[src/rtl/ps2_kbd_ctrl.sv]
// ps2_kbd_ctrl: consumer-side controller for a PS/2 keyboard receiver FIFO.
// This module pops scan-code bytes with the ready/nextdata_n handshake. It
// decodes set-2 prefixes (E0 = extended key, F0 = break). It keeps the state
// of the last key and a press counter. It emits a one-cycle event each time
// the key state changes.
//
// Ports:
//   clk        system clock, rising edge
//   clrn       async active-low reset
//   en         allow popping bytes from the receiver
//   ready      receiver FIFO non-empty
//   data[7:0]  receiver FIFO head byte
//   overflow   receiver FIFO overflow flag
//   nextdata_n active-low pop strobe, one cycle per consumed byte
//   key_code   last make/break code (prefixes stripped)
//   key_ext    key_code carried an E0 prefix
//   key_down   key_code currently held
//   press_cnt  count of new key presses (wraps)
//   evt_valid  one-cycle pulse when the key outputs update
//   evt_make   qualifies evt_valid: 1 = make, 0 = break
//   ovf_err    sticky overflow indicator
module ps2_kbd_ctrl #(
  parameter int GAP_CYCLES = 2,
  parameter int CNT_W      = 8
) (
  input  logic             clk,
  input  logic             clrn,
  input  logic             en,
  input  logic             ready,
  input  logic [7:0]       data,
  input  logic             overflow,
  output logic             nextdata_n,
  output logic [7:0]       key_code,
  output logic             key_ext,
  output logic             key_down,
  output logic [CNT_W-1:0] press_cnt,
  output logic             evt_valid,
  output logic             evt_make,
  output logic             ovf_err
);

  typedef enum logic [1:0] {IDLE, POP, GAP} state_t;

  localparam logic [3:0] GAP_LD = 4'(GAP_CYCLES);

  state_t     state;
  logic [3:0] gap_cnt;
  logic       ext_pend;
  logic       brk_pend;
  logic       is_repeat;

  // A make of the key that is already held is typematic auto-repeat.
  // It is not counted as a new press.
  assign is_repeat = key_down && (data == key_code) && (ext_pend == key_ext);

  always_ff @(posedge clk or negedge clrn) begin
    if (!clrn) begin
      state      <= IDLE;
      gap_cnt    <= '0;
      ext_pend   <= 1'b0;
      brk_pend   <= 1'b0;
      nextdata_n <= 1'b1;
      key_code   <= '0;
      key_ext    <= 1'b0;
      key_down   <= 1'b0;
      press_cnt  <= '0;
      evt_valid  <= 1'b0;
      evt_make   <= 1'b0;
      ovf_err    <= 1'b0;
    end else begin
      evt_valid <= 1'b0;
      if (overflow) ovf_err <= 1'b1;

      case (state)
        IDLE: begin
          if (en && ready) begin
            state      <= POP;
            nextdata_n <= 1'b0;
            // Decode happens at the capture edge, so the event appears in the POP cycle.
            if (data == 8'hE0) begin
              ext_pend <= 1'b1;
            end else if (data == 8'hF0) begin
              brk_pend <= 1'b1;
            end else if (data != 8'hE1) begin
              evt_valid <= 1'b1;
              key_code  <= data;
              key_ext   <= ext_pend;
              ext_pend  <= 1'b0;
              brk_pend  <= 1'b0;
              if (brk_pend) begin
                key_down <= 1'b0;
                evt_make <= 1'b0;
              end else begin
                key_down <= 1'b1;
                evt_make <= 1'b1;
                if (!is_repeat) press_cnt <= press_cnt + CNT_W'(1);
              end
            end
          end
        end
        POP: begin
          nextdata_n <= 1'b1;
          gap_cnt    <= GAP_LD;
          state      <= GAP;
        end
        GAP: begin
          // ready/data are ignored here so the receiver can settle after the pop.
          gap_cnt <= gap_cnt - 4'd1;
          if (gap_cnt == 4'd1) state <= IDLE;
        end
        default: begin
          state      <= IDLE;
          nextdata_n <= 1'b1;
        end
      endcase
    end
  end

endmodule

[config.mk]
export PLATFORM = sky130hd
export DESIGN_NAME = ps2_kbd_ctrl
export DESIGN_NICKNAME = d
export VERILOG_FILES = /design/src/rtl/ps2_kbd_ctrl.sv
export SDC_FILE = /design/constraint.sdc
export NUM_CORES = 1
export LEC_CHECK = 0
export CORE_MARGIN = 2
export CORE_UTILIZATION = 45
export DETAILED_ROUTE_END_ITERATION = 12
export PLACE_DENSITY = 0.72
export SLEW_MARGIN = 10
export SYNTH_ARGS = -nofsm -noshare
export SYNTH_HDL_FRONTEND = slang
export SYNTH_SLANG_ARGS = --single-unit
[constraint.sdc]
create_clock -name clk -period 1.9 [get_ports clk]
set_clock_uncertainty 0.15 [all_clocks]
set_input_delay 0.19 -clock clk [delete_from_list [all_inputs] [get_ports clk]]
set_output_delay 0.19 -clock clk [all_outputs]
set_load 0.1 [all_outputs]
**Sequential cells grouped by signal name**

Scale: 4 px per micron. Other sequential cells in the stronger gray, the rest of the logic in the fainter gray.
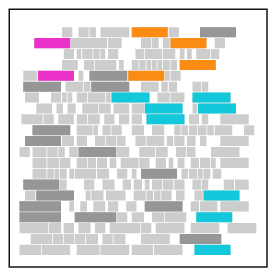
[press_cnt] cyan | sequential cells: 8
[state] magenta | sequential cells: 2
[gap_cnt] orange | sequential cells: 4
not colored: 15
final core occ: 0.739
Seq area share: 0.302
Reg area: 756 sq um

**Placement by cell class**

Scale: 4 px per micron.
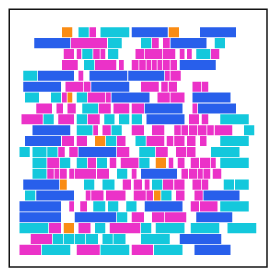
[remaining logic cells] magenta | cells: 124
[registers] blue | cells: 29
[clock drivers and dummy loads] orange | cells: 8
[remaining buffers and delay cells] cyan | cells: 67
post-layout instance area: 2500 sq um
Core ar.: 3390 sq um
FP Rows: 21

==> CHANGELOG.md <==
## Implementation

* Critical Path Source: data[3]
* CTS tree: built
* Count of buffers from port buffering at 34
* Crit path kind: input port to register
* Critical path, cell by cell: dlygate4sd2_1, or4b_4, buf_4, o31a_1, buf_4, o31ai_2, mux2_2
* CP Depth at 7
* Status: completed
* DRT Wirelength at 4.27 mm
* Worst Hold Slack at 84.1 ps
* Worst slew margin at 0.754
* Registers at 29
* Reg2Reg Launch Point: key_code[5]
* Post-CTS Hold Fix Bufs at 0
* Syn avg cell area at 10.4 sq um
* CP endpoint: press_cnt[1]
* Gpl congestion at 0.975
* YS chip area at 1620 sq um
* # Taps at 46
* Initial antenna violation count at 0
* Most frequent CP cell: buf_4
* Syn Inst Count at 156
* Basic Gates by Area at 0.187
* Worst-Margin Slew at 370 ps
* Final setup viols at 0
* Post-layout period usage at 0.993
* Reg-to-reg endpoint: press_cnt[1]
* Final routed DRC violation total at 0
* Crit path required time at 1980 ps
* CP startpoint kind: input port
* Top Family by Delay on Critical Path: buffers and inverters
* Total die area at 4100 sq um
* TritonRoute pass-1 iters at 4
* Final hold violations at 0
* Most common cell in the netlist: dfrtp_1
* Dominant flop cell: dfrtp_1
* H-Tree Level Count at 2
* CP endpoint kind: register
* Largest cells by area: dfrtp_1, mux2_4, xnor2_1, nand4_1, ha_1
* Iter 0 DRT Violations at 105
* Comb/total area at 0.355
* Drt via density at 5.59
* XOR/XNOR Area Share at 0.0594
* Yosys warning count at 0
* Min Tclk post-route at 1890 ps
* Setup WS pre-CTS at -459 ps
* Total negative setup slack at 0 ps
* Count of cell types in the netlist at 35
* Mux cell area share at 0.0856
* Adder Share, Synth at 0.0463
* CTS sink count at 29
* Most common library cells after synthesis: dfrtp_1, nand4_1, xnor2_1
* Largest net degree at the start of global routing at 30
* Signal buffers at 67
[timing repair]
item	4_1_cts	5_1_grt
resized	11	8
setup endpoints to repair	15	6
hold endpoints to repair	0	0
setup buffers	2	3
pin swaps	4	4
[per-layer routing]
metal,track usage,share of wire,vias up,routed length (microns)
li1,-,-,724,-
met1,0.259,0.41,766,1760
met2,0.389,0.54,34,2300
met3,0.0616,0.031,8,131
met4,0.109,0.017,0,73
met5,0,0,-,0
[worst reg2reg max path, delay by kind of cell, from the launching register on]
| family | cells | cell delay (ps) |
|---|---|---|
| and+or+nand+nor | 1 | 200 |
| xor gates and xnor gates | 1 | 240 |
| AOI/OAI and AO/OA | 1 | 310 |
| DFF | 1 | 480 |
| muxes | 1 | 360 |
